Cell density map:
Drawn at 1.5 px/um. The die is cut into 18 by 18 equal tiles; white is low, dark blue is high, 0 to 100% covered.
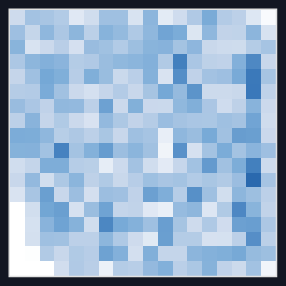
The metal 4 layer:
Drawn at 2 px/um.
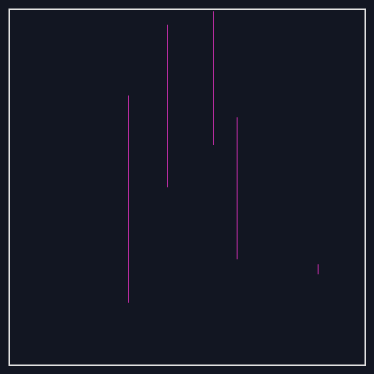
Floorplan with the power grid:
Drawn at 3 px/um. Pins as bars on the die edge.
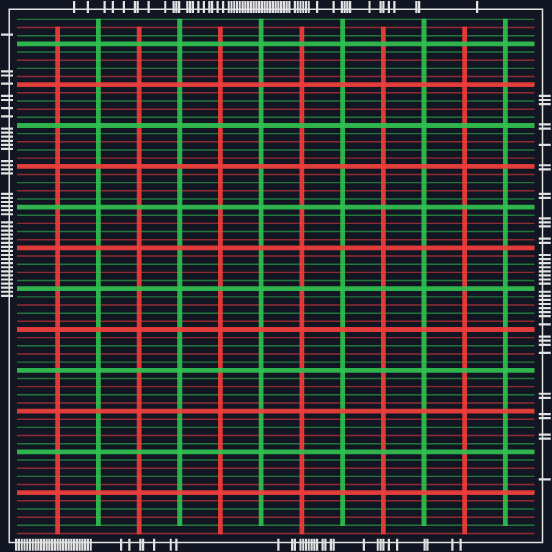
**config.mk**
```make
export PLATFORM = sky130hd
export DESIGN_NAME = branch_resolve
export DESIGN_NICKNAME = d
export VERILOG_FILES = /design/src/rtl/branch_resolve.sv
export SDC_FILE = /design/constraint.sdc
export NUM_CORES = 1
export LEC_CHECK = 0
export ABC_AREA = 1
export CELL_PAD_IN_SITES_DETAIL_PLACEMENT = 1
export CELL_PAD_IN_SITES_GLOBAL_PLACEMENT = 2
export CORE_MARGIN = 2
export CORE_UTILIZATION = 29
export DETAILED_ROUTE_END_ITERATION = 7
export PLACE_DENSITY_LB_ADDON = 0.1
export REMOVE_ABC_BUFFERS = 1
export SYNTH_ARGS = -nofsm -noshare
export SYNTH_HDL_FRONTEND = slang
export SYNTH_SLANG_ARGS = --single-unit
```
**constraint.sdc**
```tcl
create_clock -name clk -period 10.5 [get_ports clk]
set_input_delay 1.575 -clock clk [delete_from_list [all_inputs] [get_ports clk]]
set_output_delay 1.575 -clock clk [all_outputs]
set_load 0.005 [all_outputs]
```
**src/rtl/branch_resolve.sv**
```systemverilog
// -----------------------------------------------------------------------------
// branch_resolve
//
// Branch resolution and redirect unit for the pipelined RV32I core (EX stage).
// Decodes the branch outcome from the comparator flags, detects mispredicts
// for conditional branches and jumps, keeps a direct-mapped table of 2-bit
// saturating counters for IF-stage prediction, and issues a registered
// one-cycle redirect/flush pulse followed by a one-cycle squash window.
//
// Handshake: there is no valid/ready back-pressure. ex_valid qualifies the
// EX instruction for exactly the cycle it is presented; the unit accepts it
// unconditionally in IDLE and silently drops it in REDIRECT/SQUASH (wrong path).
//
// Ports
//   clk, rst          : clock, asynchronous active-high reset
//   if_pc             : fetch PC for the prediction lookup
//   if_pred_taken     : combinational prediction (counter MSB)
//   ex_valid          : EX holds a real instruction
//   ex_is_branch      : EX instruction is a conditional branch
//   ex_is_jump        : EX instruction is JAL/JALR (wins over ex_is_branch)
//   ex_funct3         : branch funct3
//   ex_pc, ex_target  : EX PC and computed taken target
//   ex_pred_taken     : prediction carried with the instruction
//   BrEq, BrLT        : comparator flags
//   BrUn              : comparator unsigned select (ex_funct3[1])
//   redirect          : registered, PC loads redirect_pc
//   redirect_pc       : registered corrected PC
//   flush             : registered, clears IF/ID and ID/EX
//   squash_active     : high while in REDIRECT or SQUASH
//   br_count          : resolved conditional branches
//   mispred_count     : mispredicts (branches and jumps)
// -----------------------------------------------------------------------------
module branch_resolve #(
    parameter int IDX_W = 4,
    parameter int CNT_W = 32
) (
    input  logic             clk,
    input  logic             rst,
    input  logic [31:0]      if_pc,
    output logic             if_pred_taken,
    input  logic             ex_valid,
    input  logic             ex_is_branch,
    input  logic             ex_is_jump,
    input  logic [2:0]       ex_funct3,
    input  logic [31:0]      ex_pc,
    input  logic [31:0]      ex_target,
    input  logic             ex_pred_taken,
    input  logic             BrEq,
    input  logic             BrLT,
    output logic             BrUn,
    output logic             redirect,
    output logic [31:0]      redirect_pc,
    output logic             flush,
    output logic             squash_active,
    output logic [CNT_W-1:0] br_count,
    output logic [CNT_W-1:0] mispred_count
);

    localparam int ENTRIES = 1 << IDX_W;

    typedef enum logic [1:0] {
        IDLE     = 2'd0,
        REDIRECT = 2'd1,
        SQUASH   = 2'd2
    } state_t;

    state_t           state_q, state_d;
    logic [1:0]       table_q [ENTRIES];
    logic [1:0]       table_d [ENTRIES];
    logic             redirect_q, redirect_d;
    logic             flush_q, flush_d;
    logic [31:0]      redirect_pc_q, redirect_pc_d;
    logic [CNT_W-1:0] br_count_q, br_count_d;
    logic [CNT_W-1:0] mispred_count_q, mispred_count_d;

    logic             actual_taken;
    logic             funct3_ok;
    logic             eff;
    logic             is_cond_br;
    logic             tbl_upd;
    logic             mispredict;
    logic [31:0]      correct_pc;
    logic [IDX_W-1:0] upd_idx;
    logic [IDX_W-1:0] lookup_idx;

    // Only the word-index bits of if_pc take part in the lookup.
    logic unused_if_pc_bits;
    assign unused_if_pc_bits = ^{if_pc[31:IDX_W+2], if_pc[1:0]};

    // ------------------------------------------------------------------
    // Outcome decode
    // ------------------------------------------------------------------
    always_comb begin
        actual_taken = 1'b0;
        funct3_ok    = 1'b0;
        if (ex_is_jump) begin
            // Jumps are always taken; funct3 carries no branch meaning.
            actual_taken = 1'b1;
        end else begin
            case (ex_funct3)
                3'b000: begin actual_taken = BrEq;  funct3_ok = 1'b1; end
                3'b001: begin actual_taken = !BrEq; funct3_ok = 1'b1; end
                3'b100,
                3'b110: begin actual_taken = BrLT;  funct3_ok = 1'b1; end
                3'b101,
                3'b111: begin actual_taken = !BrLT; funct3_ok = 1'b1; end
                default: begin
                    // 010/011 are not branches: never taken, never counted.
                    actual_taken = 1'b0;
                    funct3_ok    = 1'b0;
                end
            endcase
        end
    end

    assign BrUn = ex_funct3[1];

    // Instructions arriving while a redirect is in flight are wrong-path.
    assign eff        = ex_valid & (state_q == IDLE);
    assign is_cond_br = ex_is_branch & ~ex_is_jump & funct3_ok;
    assign tbl_upd    = eff & is_cond_br;
    assign mispredict = eff & (ex_is_branch | ex_is_jump)
                        & (actual_taken != ex_pred_taken);
    assign correct_pc = actual_taken ? ex_target : (ex_pc + 32'd4);

    assign upd_idx    = ex_pc[IDX_W+1:2];
    assign lookup_idx = if_pc[IDX_W+1:2];

    // Lookup reads the registered table, so a same-cycle update to the same
    // index is seen only from the next cycle.
    assign if_pred_taken = table_q[lookup_idx][1];

    // ------------------------------------------------------------------
    // Prediction table next state
    // ------------------------------------------------------------------
    always_comb begin
        for (int i = 0; i < ENTRIES; i++) begin
            table_d[i] = table_q[i];
        end
        if (tbl_upd) begin
            if (actual_taken) begin
                if (table_q[upd_idx] != 2'b11) begin
                    table_d[upd_idx] = table_q[upd_idx] + 2'b01;
                end
            end else begin
                if (table_q[upd_idx] != 2'b00) begin
                    table_d[upd_idx] = table_q[upd_idx] - 2'b01;
                end
            end
        end
    end

    // ------------------------------------------------------------------
    // FSM next state and registered outputs
    // ------------------------------------------------------------------
    always_comb begin
        state_d         = state_q;
        redirect_d      = 1'b0;
        flush_d         = 1'b0;
        redirect_pc_d   = redirect_pc_q;
        br_count_d      = br_count_q;
        mispred_count_d = mispred_count_q;

        case (state_q)
            IDLE: begin
                if (mispredict) begin
                    state_d = REDIRECT;
                end
            end
            REDIRECT: state_d = SQUASH;
            SQUASH:   state_d = IDLE;
            default:  state_d = IDLE;
        endcase

        if (mispredict) begin
            redirect_d      = 1'b1;
            flush_d         = 1'b1;
            redirect_pc_d   = correct_pc;
            mispred_count_d = mispred_count_q + CNT_W'(1);
        end

        if (tbl_upd) begin
            br_count_d = br_count_q + CNT_W'(1);
        end
    end

    always_ff @(posedge clk or posedge rst) begin
        if (rst) begin
            state_q         <= IDLE;
            redirect_q      <= 1'b0;
            flush_q         <= 1'b0;
            redirect_pc_q   <= 32'd0;
            br_count_q      <= '0;
            mispred_count_q <= '0;
            for (int i = 0; i < ENTRIES; i++) begin
                table_q[i] <= 2'b01;
            end
        end else begin
            state_q         <= state_d;
            redirect_q      <= redirect_d;
            flush_q         <= flush_d;
            redirect_pc_q   <= redirect_pc_d;
            br_count_q      <= br_count_d;
            mispred_count_q <= mispred_count_d;
            for (int i = 0; i < ENTRIES; i++) begin
                table_q[i] <= table_d[i];
            end
        end
    end

    assign redirect      = redirect_q;
    assign flush         = flush_q;
    assign redirect_pc   = redirect_pc_q;
    assign squash_active = (state_q == REDIRECT) || (state_q == SQUASH);
    assign br_count      = br_count_q;
    assign mispred_count = mispred_count_q;

endmodule

```
==> run_results.csv <==
group,metric,value,unit
worst_setup_path,crit_path_start_kind,"input port",
cells_and_area,layout_top_cell,"nand2_1",
cells_and_area,fin_util,0.3848,
yosys,avgSynthCellArea,6.552,um^2
yosys,netlist_area,8701,um^2
yosys,ys_area,8701,um^2
timing,timing_worst_slew_pin_value,0.9013,ns
min_path,hold_class,"flop to flop",
timing,period_needed,4.976,ns
global_route,antenna_found_initial,1,
clocking,clk_pin_slew_worst_paths,0.06,ns
worst_setup_path,max_stage_delay,0.61,ns
floorplan,pin_count,208,
yosys,yosysTopAreaCell,"dfrtp_1",
yosys,yosysSeqAreaShare,0.3791,
timing,finalClockSkew,0.008780,ns
timing,setup_ws,5.524,ns
clocking,post_cts_buffers,0,
route,avgRoutedWirePerCell,16.10,um
worst_setup_path,path_delay_family,"buffers and inverters",
run,warnings,59,
worst_setup_path,rrSetupSlack,7.36,ns
run,cap_violations,0,
floorplan,die.size.y,177.2,um
clocking,post_cts_resized,0,
worst_setup_path,arrival,3.40,ns
floorplan,initial_core_util,0.2943,
cells_and_area,area_growth_syn_to_layout,30.73,%
global_route,grt_pass1_wl,50.32,mm
clocking,insertion_delay,0.44,ns
floorplan,chip_area,31410,um^2
worst_setup_path,r2r_end,"br_count[23]$_DFFE_PP0P_",
cells_and_area,final_nets,1611,
placement,place_hpwl,22.45,mm
placement,port-buffer-count,179,
worst_setup_path,slowest_stage,"clkdlybuf4s50_1",
yosys,synth.lib_cells_used.distinct,34,
cells_and_area,lay_top_cells,"588 x nand2_1, 179 x clkdlybuf4s50_1, 147 x nor2_1",
placement,globalplace.congestion,0.7825,
timing,drv_slew,0,
route,drt-initial-drc-count,314,
yosys,ys_seq_elements,131,
yosys,yosysTopAreaCellShare,0.3307,
global_route,track_usage,0.2037,
yosys,top_cells_by_area,"dfrtp_1 33%, nand2_1 25%, nand3_1 6.7%",
worst_setup_path,criticalPathCategory,"input port to output pin",
worst_setup_path,cp_cell_sequence,"clkdlybuf4s50_1 > inv_1 > nor2_1 > o21ai_0 > o211ai_1 > nand2_1 > clkdlybuf4s50_1",
floorplan,die_x,177.2,um
min_path,hold_path_depth,2,
route,dr.pass1.iters,4,
yosys,synth_cells,1328,
cells_and_area,drive_gt1_frac,0.04847,
timing,timing.setup.tns,0,ns
placement,pre_cts_ws,5.430,ns
route,vias_per_cell,4.694,
timing,hold_ws,0.4670,ns
run_status,outcome,"completed",
clocking,clkSinkCount,131,
yosys,ys_cells,1328,
timing,grt_setup_unrepaired,"no",
worst_setup_path,reg2reg_depth,12,
timing,fmax,201.0,MHz
clocking,htreeDepth,4,
clocking,cts_buffers,17,
clocking,clockBufferDepth,2,
timing,finalCritPeriodShare,0.4739,
floorplan,core,29560,um^2
worst_setup_path,reg2reg_from,"state_q[0]$_DFFE_PP0P_",
worst_setup_path,cp_data_required_time,8.93,ns
global_route,grt_overflow,0,
route,post-route-drc-count,0,
timing,timing.slew.headroom,0.3985,
pwr,ir_drop,0.1151,mV
pwr,p_per_area,157.4,nW/um^2
route,ant_nets,0,
## Picture notes: 'cell density map'
fullest tile: 77%
mean over tiles: 35%
tiles over 75% full: 0.30%

## Picture notes: 'the metal 4 layer'
share of all routed wire: 1.1%
longest straight run: 103 um
nets with wire on the layer: 3
final WL: 30.54 mm
vias: 8904

## Picture notes: 'floorplan with the power grid'
[VSS] red
[VDD] green
signal pins: 208
met4 straps: 12
rows: 63

## worst reg2reg max path: stages, from the launching register on
cell and delay [ns]:
dfrtp_1 0.40, inv_1 0.08, ha_1 0.21, nand2_1 0.14
inv_1 0.08, nand3_1 0.51, inv_1 0.66, buf_4 0.35
nand2_1 0.16, nor2_2 0.25, nand2_1 0.08, nand2_1 0.06
nand2_1 0.05
## cells in the mapped netlist (12+ instances only)
library cell / instances
nand2_1: 588
xnor2_1: 18
nor2_1: 147
nand4_1: 30
buf_4: 12
nor3_1: 19
o21ai_0: 47
buf_2: 19
inv_1: 95
dfstp_2: 16
xor2_1: 35
dfrtp_1: 115
nand3_1: 117
## layer usage
metal	track usage	wire length, um
met5	0	0
met4	0.04718	326
met3	0.04124	1197
met2	0.3471	14870
met1	0.2641	14140
## area by class of cell
type,instances,area (um^2)
Antenna cell,1,2.502
Clock buffer,21,470.5
Clock inverter,11,78.83
Fill cell,3769,18180
Inverter,98,372.9
Multi-Input combinational cell,1058,4812
Sequential cell,131,3298
Tap cell,390,488.0
Timing Repair Buffer,187,1852
## where the power goes
part / internal (mW) / switching [mW] / total, mW
Sequential: 0.612 / 0.0724 / 0.684
Combinational: 0.263 / 0.269 / 0.532
Clock: 0.321 / 0.254 / 0.575
## logic make-up after synthesis
logic type,after synthesis,synth area share
simple gates,929,0.4451
compound gates,65,0.03883
fa+ha+maj,11,0.01582
flops,131,0.3791
buf+inv,139,0.06788
xor+xnor,53,0.05335
## stage by stage
stage          instance area, um^2  total power [mW]  std cells
2_1_floorplan                 8478            0.9088       1287
5_1_grt                      11370             1.909       1896
6_report                     11370             1.790       1897
3_3_place_gp                 10820             1.223       1864
4_1_cts                      11370             1.824       1896
3_5_place_dp                 10820             1.234       1864
## worst max path at each step
stage                     startpoint                 endpoint  cells past startpoint  slack (ns)
final                       if_pc[2]            if_pred_taken                      7        5.52
after CTS                   if_pc[2]            if_pred_taken                      7        5.46
after global placement      if_pc[2]            if_pred_taken                      7        5.45
after floorplan                  rst  br_count[0]$_DFFE_PP0P_                      1        5.45
after global routing        if_pc[2]            if_pred_taken                      7        5.35
after detailed placement    ex_pc[2]  table_q[31]$_DFFE_PP0P_                     15        5.43
Power figures rest on the tool's default switching activity, not on a simulated workload.
